[config.mk]
export PLATFORM = sky130hd
export DESIGN_NAME = board_store
export DESIGN_NICKNAME = d
export VERILOG_FILES = /design/src/rtl/board_store_pkg.sv /design/src/rtl/board_store_start_position_rom.sv /design/src/rtl/board_store.sv
export SDC_FILE = /design/constraint.sdc
export NUM_CORES = 1
export LEC_CHECK = 0
export ABC_AREA = 1
export CORE_MARGIN = 3
export CORE_UTILIZATION = 30
export CTS_BUF_LIST = sky130_fd_sc_hd__clkbuf_16
export CTS_CLUSTER_SIZE = 10
export DETAILED_ROUTE_END_ITERATION = 10
export GPL_TIMING_DRIVEN = 1
export PLACE_DENSITY_LB_ADDON = 0.15
export SYNTH_ARGS = -nofsm -noshare
export SYNTH_HDL_FRONTEND = slang
export SYNTH_SLANG_ARGS = --single-unit
[constraint.sdc]
create_clock -name CLK -period 2.8 [get_ports CLK]
set_input_delay 0.28 -clock CLK [delete_from_list [all_inputs] [get_ports CLK]]
set_output_delay 0.28 -clock CLK [all_outputs]
set_load 0.05 [all_outputs]
[src/rtl/board_store_pkg.sv]
// Shared chess definitions: piece and color encodings, square address
// fields and the board-store state type, used by the board store, the
// game logic and the display interface.
package chess_defs;

   localparam int SQUARES = 64;
   localparam int PIECE_W = 4;
   localparam int ROW_W   = 3;
   localparam int COL_W   = 3;
   localparam int ADDR_W  = ROW_W + COL_W;
   localparam int BOARD_W = SQUARES * PIECE_W;

   typedef enum logic [2:0] {
      PIECE_NONE   = 3'd0,
      PIECE_PAWN   = 3'd1,
      PIECE_KNIGHT = 3'd2,
      PIECE_BISHOP = 3'd3,
      PIECE_ROOK   = 3'd4,
      PIECE_QUEEN  = 3'd5,
      PIECE_KING   = 3'd6
   } piece_e;

   localparam logic COLOR_WHITE = 1'b0;
   localparam logic COLOR_BLACK = 1'b1;

   typedef enum logic {
      S_INIT = 1'b0,
      S_RUN  = 1'b1
   } board_state_e;

   // Square encoding is {color, piece}.
   function automatic logic [PIECE_W-1:0] make_piece(input logic color, input piece_e piece);
      return {color, piece};
   endfunction

   // Back-rank order from column 0 to 7: R N B Q K B N R.
   function automatic piece_e back_rank_piece(input logic [COL_W-1:0] col);
      piece_e p;
      case (col)
         3'd0, 3'd7: p = PIECE_ROOK;
         3'd1, 3'd6: p = PIECE_KNIGHT;
         3'd2, 3'd5: p = PIECE_BISHOP;
         3'd3:       p = PIECE_QUEEN;
         default:    p = PIECE_KING;
      endcase
      return p;
   endfunction

endpackage

[src/rtl/board_store_start_position_rom.sv]
// Combinational table of the standard starting position, indexed by
// square address {row, col}. Black occupies rows 0-1, white rows 6-7.
module start_position_rom
   import chess_defs::*;
(
   input  logic [ADDR_W-1:0]  addr,
   output logic [PIECE_W-1:0] piece
);

   logic [ROW_W-1:0] row;
   logic [COL_W-1:0] col;

   assign row = addr[ADDR_W-1:COL_W];
   assign col = addr[COL_W-1:0];

   // Decode the starting piece for the addressed square.
   always_comb begin
      piece = make_piece(COLOR_WHITE, PIECE_NONE);
      case (row)
         3'd0:    piece = make_piece(COLOR_BLACK, back_rank_piece(col));
         3'd1:    piece = make_piece(COLOR_BLACK, PIECE_PAWN);
         3'd6:    piece = make_piece(COLOR_WHITE, PIECE_PAWN);
         3'd7:    piece = make_piece(COLOR_WHITE, back_rank_piece(col));
         default: piece = make_piece(COLOR_WHITE, PIECE_NONE);
      endcase
   end

endmodule

[src/rtl/board_store.sv]
// Registered 64-square board memory. A sweep loads the starting position
// after reset or on INIT_REQ; game-logic writes are accepted only once the
// sweep has finished and are rejected (with a pulse) while it runs.
module board_store
   import chess_defs::*;
(
   input  logic                CLK,
   input  logic                RESET,
   input  logic                INIT_REQ,
   input  logic                WR_EN,
   input  logic [ADDR_W-1:0]   WR_ADDR,
   input  logic [PIECE_W-1:0]  WR_PIECE,
   input  logic [ADDR_W-1:0]   RD_ADDR,
   output logic [PIECE_W-1:0]  RD_PIECE,
   output logic [BOARD_W-1:0]  BOARD,
   output logic                BUSY,
   output logic                WR_REJECT
);

   // Flop storage: the whole board is exposed every cycle, so it cannot
   // live in a block RAM.
   logic [SQUARES-1:0][PIECE_W-1:0] board_q, board_d;
   board_state_e                    state_q, state_d;
   logic [ADDR_W-1:0]               cnt_q, cnt_d;
   logic [PIECE_W-1:0]              rd_piece_q, rd_piece_d;
   logic                            wr_reject_q, wr_reject_d;
   logic [PIECE_W-1:0]              rom_piece;

   start_position_rom u_rom (
      .addr  (cnt_q),
      .piece (rom_piece)
   );

   // Next-state: sweep stepping, write acceptance/rejection and read port.
   always_comb begin
      board_d     = board_q;
      state_d     = state_q;
      cnt_d       = cnt_q;
      wr_reject_d = 1'b0;
      // Read uses the pre-edge contents, so a same-cycle write returns old data.
      rd_piece_d  = board_q[RD_ADDR];

      case (state_q)
         S_INIT: begin
            // Any game-logic write during the sweep is dropped.
            wr_reject_d = WR_EN;
            if (INIT_REQ) begin
               // Restart: the next edge writes square 0.
               cnt_d = '0;
            end else begin
               board_d[cnt_q] = rom_piece;
               cnt_d          = cnt_q + 1'b1;
               if (cnt_q == ADDR_W'(SQUARES - 1)) begin
                  state_d = S_RUN;
               end
            end
         end
         default: begin
            if (INIT_REQ) begin
               // A sweep request has priority over a simultaneous write.
               state_d     = S_INIT;
               cnt_d       = '0;
               wr_reject_d = WR_EN;
            end else if (WR_EN) begin
               board_d[WR_ADDR] = WR_PIECE;
            end
         end
      endcase
   end

   // State registers with synchronous clear; reset starts a fresh sweep.
   always_ff @(posedge CLK) begin
      if (RESET) begin
         board_q     <= '0;
         state_q     <= S_INIT;
         cnt_q       <= '0;
         rd_piece_q  <= '0;
         wr_reject_q <= 1'b0;
      end else begin
         board_q     <= board_d;
         state_q     <= state_d;
         cnt_q       <= cnt_d;
         rd_piece_q  <= rd_piece_d;
         wr_reject_q <= wr_reject_d;
      end
   end

   assign BOARD     = board_q;
   assign RD_PIECE  = rd_piece_q;
   assign BUSY      = (state_q == S_INIT);
   assign WR_REJECT = wr_reject_q;

endmodule
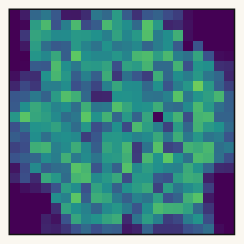
Figure 1: local utilization.
Scale: 1 px per um. 22 x 22 tiles, from dark purple (low) to yellow (high), 0 to 100% covered.
fullest tile = 78%
mean over tiles = 37%
tiles over 75% full = 0.20%
nearly empty tiles = 11%
FP Core Util: 0.305
core area: 46800 um2
post-layout util: 0.412

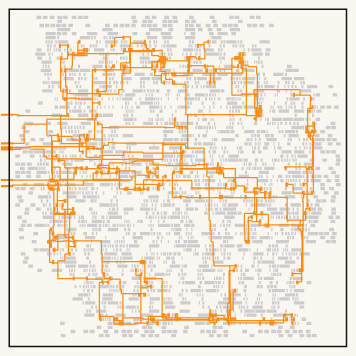
Figure 2: port wiring.
Scale: 1.5 px per um.
`RD_ADDR` -> orange  # bits 6, direction input, edge left, end cells 258, buffers 13, wire 4330 um
IO Count: 282
IO Port Bufs: 281

==> results.py <==
# Generated from Yosys and OpenROAD reports
metrics = {
    "status": {
        "outcome": "finished, final reports clean",
    },
    "floorplan": {
        "num_rows": 79,
        "chipArea_um2": 50100,
        "die.size.y_um": 224,
        "die_w_um": 224,
    },
    "drt": {
        "routed_wl_um": 69700,
        "vias": 17200,
        "first_pass_iters": 6,
        "antenna_left": 0,
        "post_drt_wl_per_cell_um": 22.1,
        "vias_per_cell": 5.46,
    },
    "sta": {
        "fin_crit_ns": 2.70,
        "period_used_share": 0.964,
        "max_freq_ghz": 0.370,
        "fin_skew_ns": 0.0201,
        "setup_ws_ns": 0.101,
        "setup_viol": 0,
        "worst_slew_pin_slew_ns": 0.764,
        "timing.final.max_slew_violations": 0,
        "fin_setup_tns_ns": 0,
    },
    "clocking": {
        "clkSlewWorstSetupHoldPaths_ns": 0.06,
        "cts-htree-levels": 2,
        "cts.sinks": 268,
        "cts_made_buffers": 35,
        "clk_path_buf_depth": 3,
        "cts_setup_buffers": 0,
        "clock_latency_ns": 0.55,
        "clockRootBuffer": "clkbuf_16",
        "ctsResizeCount": 0,
    },
    "placed_design": {
        "place_congestion": 0.913,
        "place_area_um2": 18300,
        "hpwl_um": 48000,
    },
    "worst_setup_path": {
        "crit_chain": "inv_2, buf_12, clkdlybuf4s50_1",
        "crit_required_ns": 2.52,
        "critPathKind": "flip-flop to primary output",
        "path_max_fanout": 23,
        "worst-endpoint-arrival_ns": 2.42,
        "crit_slowest_cell": "clkdlybuf4s50_1",
        "critPathCaptureType": "primary output",
        "critPathLaunchType": "flip-flop",
        "critPathBufInv": 3,
        "max_stage_delay_ns": 0.83,
    },
    "synth": {
        "ys_cells": 2232,
        "syn_avg_cell_area_um2": 6.38,
        "top_cells_by_area": "dfxtp_1 38%, nand2_1 15%, a21oi_1 13%",
        "synth_chip_area_um2": 14200,
        "top_area_cell": "dfxtp_1",
        "synth_cell_types": 32,
        "top_area_frac": 0.377,
        "ys.warnings.count": 0,
        "ys_seq_share": 0.377,
        "synth-main-ff-cell": "dfxtp_1",
        "synthesis.nets": 2257,
        "synth-edff-count": 0,
    },
    "layout": {
        "nets": 2552,
        "area_growth_pct": 35.3,
        "drive_gt1_frac": 0.0790,
    },
    "global_route": {
        "grt_max_degree": 149,
        "grt_pass1_wl_um": 102000,
        "track_usage": 0.267,
        "antenna_found_initial": 3,
    },
    "job": {
        "max-cap-violations": 0,
    },
    "power_and_ir_drop": {
        "irDropWorstVdd_v": 0.000259,
        "leakagePower_nw": 7.36,
    },
    "min_path": {
        "hold_class": "input pin to flip-flop",
    },
}
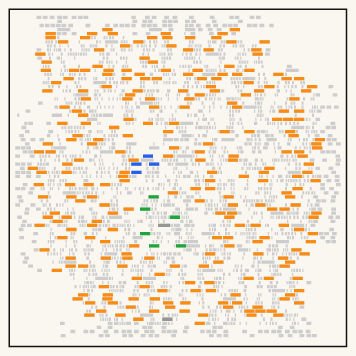
Figure 3: sequential cells grouped by signal name.
Scale: 1.5 px per um. Other sequential cells in the stronger grey, the rest of the logic in the fainter grey.
`RD_PIECE` -> blue  # flops 4, where centre
`cnt_q` -> green  # flops 6
`BOARD` -> orange  # flops 256, where widely spread
not coloured = 2
sequential share of cell area: 0.279
sequential cell area: 5370 um2
Seq. pwr: 3.85 mW

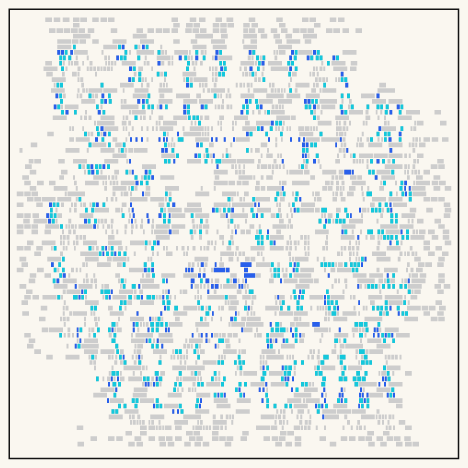
Figure 4: selected gate families.
Scale: 2 px per um.
inverting AOI/OAI gates -> cyan  # cells 552, where widely spread
NOR gates -> blue  # cells 298, where widely spread
most frequent logic cell in the layout: nand2_1
final cell count without fillers: 3155

==> sequential cells by signal (all words and copies together), names as in the netlist <==
signal,count
BOARD,256
RD_PIECE,4
WR_REJECT,1
cnt_q,6
state_q,1
==> per-layer routing <==
layer / routed length [um] / share of wire / GRT usage / vias up
li1: - / - / - / 8139
met1: 29600 / 0.42 / 0.361 / 8048
met2: 30500 / 0.44 / 0.413 / 913
met3: 7000 / 0.10 / 0.0666 / 139
met4: 2550 / 0.037 / 0.0978 / 2
met5: 17 / 0.00024 / 0 / -
==> where the power goes <==
| group | switching [mW] | leakage (nW) | internal (mW) |
|---|---|---|---|
| Clock | 1.77 | 0.514 | 2.33 |
| Sequential | 0.0205 | 2.16 | 3.83 |
| Combinational | 0.604 | 4.69 | 0.212 |
| Total | 2.40 | 7.36 | 6.37 |
==> worst min-delay path, stage by stage <==
cell     delay, ns
buf_4         0.10
inv_2         0.16
nand2_1       0.11
nor2_1        0.06
==> worst paths after layout <==
kind | slack [ns] | endpoint | startpoint | cells after the start
worst max-delay path | 0.10 | BUSY | state_q | 3
worst min-delay path | 0.26 | WR_REJECT | RESET | 4
worst max register to register | 0.60 | BOARD[247] | state_q | 7
worst min register to register | 0.48 | BOARD[251] | BOARD[251] | 2
==> final cells by class <==
class | instances | area [um2]
tap | 607 | 759
antenna | 3 | 7.51
clock inverter | 20 | 108
fill | 4912 | 27500
multi-input combinational | 1720 | 7880
clock buffer | 35 | 876
timing repair buffer | 403 | 3880
inverter | 99 | 375
sequential | 268 | 5370
==> cells in the mapped netlist, types with 2 or more instances <==
cell type    n
nand2_1    569
a21oi_1    367
nand3_1    285
dfxtp_1    268
nor2_1     191
o21ai_0    124
nor3_1      97
inv_1       88
clkbuf_1    84
buf_2       46
o22ai_1     33
buf_1       11
inv_2       11
a21oi_2      8
a31oi_1      6
nor2_2       6
o21ai_1      6
a22o_1       5
ha_1         5
nor3_4       3
o211ai_1     3
a32oi_1      2
buf_4        2
buf_6        2
nand2_2      2
o21a_1       2
==> cells by family (layout without fill, tap and decap cells) <==
kind of cell    count (synthesis)  after routing  share of synthesized area
flops                         268            268                      0.377
buf+inv                       244            557                     0.0700
fa+ha+maj                       5              5                    0.00439
compound gates                559            559                      0.205
other cells                     0              3                          0
simple gates                 1156           1156                      0.343
==> stage by stage <==
stage	power [mW]	std cells	hold WS, ns
after global routing	9.00	3154	0.278
final	8.77	3155	0.256
after detailed placement	4.73	3097	0.474
after CTS	8.79	3152	0.241
after floorplan	4.37	2232	0.408
after global placement	4.73	3097	0.474
==> layout by cell type, fill, tap and decap left out, types with 8 or more instances in the layout <==
cell type	count
buf_12	13
a21oi_2	8
clkbuf_16	35
o22ai_1	33
nand2_1	569
a21oi_1	367
inv_1	95
inv_2	11
o21ai_0	124
dfxtp_1	267
nand3_1	285
buf_4	111
clkdlybuf4s50_1	278
nor2_1	190
clkinv_1	8
nor3_1	97
No activity file was given, so power comes from the tool's default toggle rates.
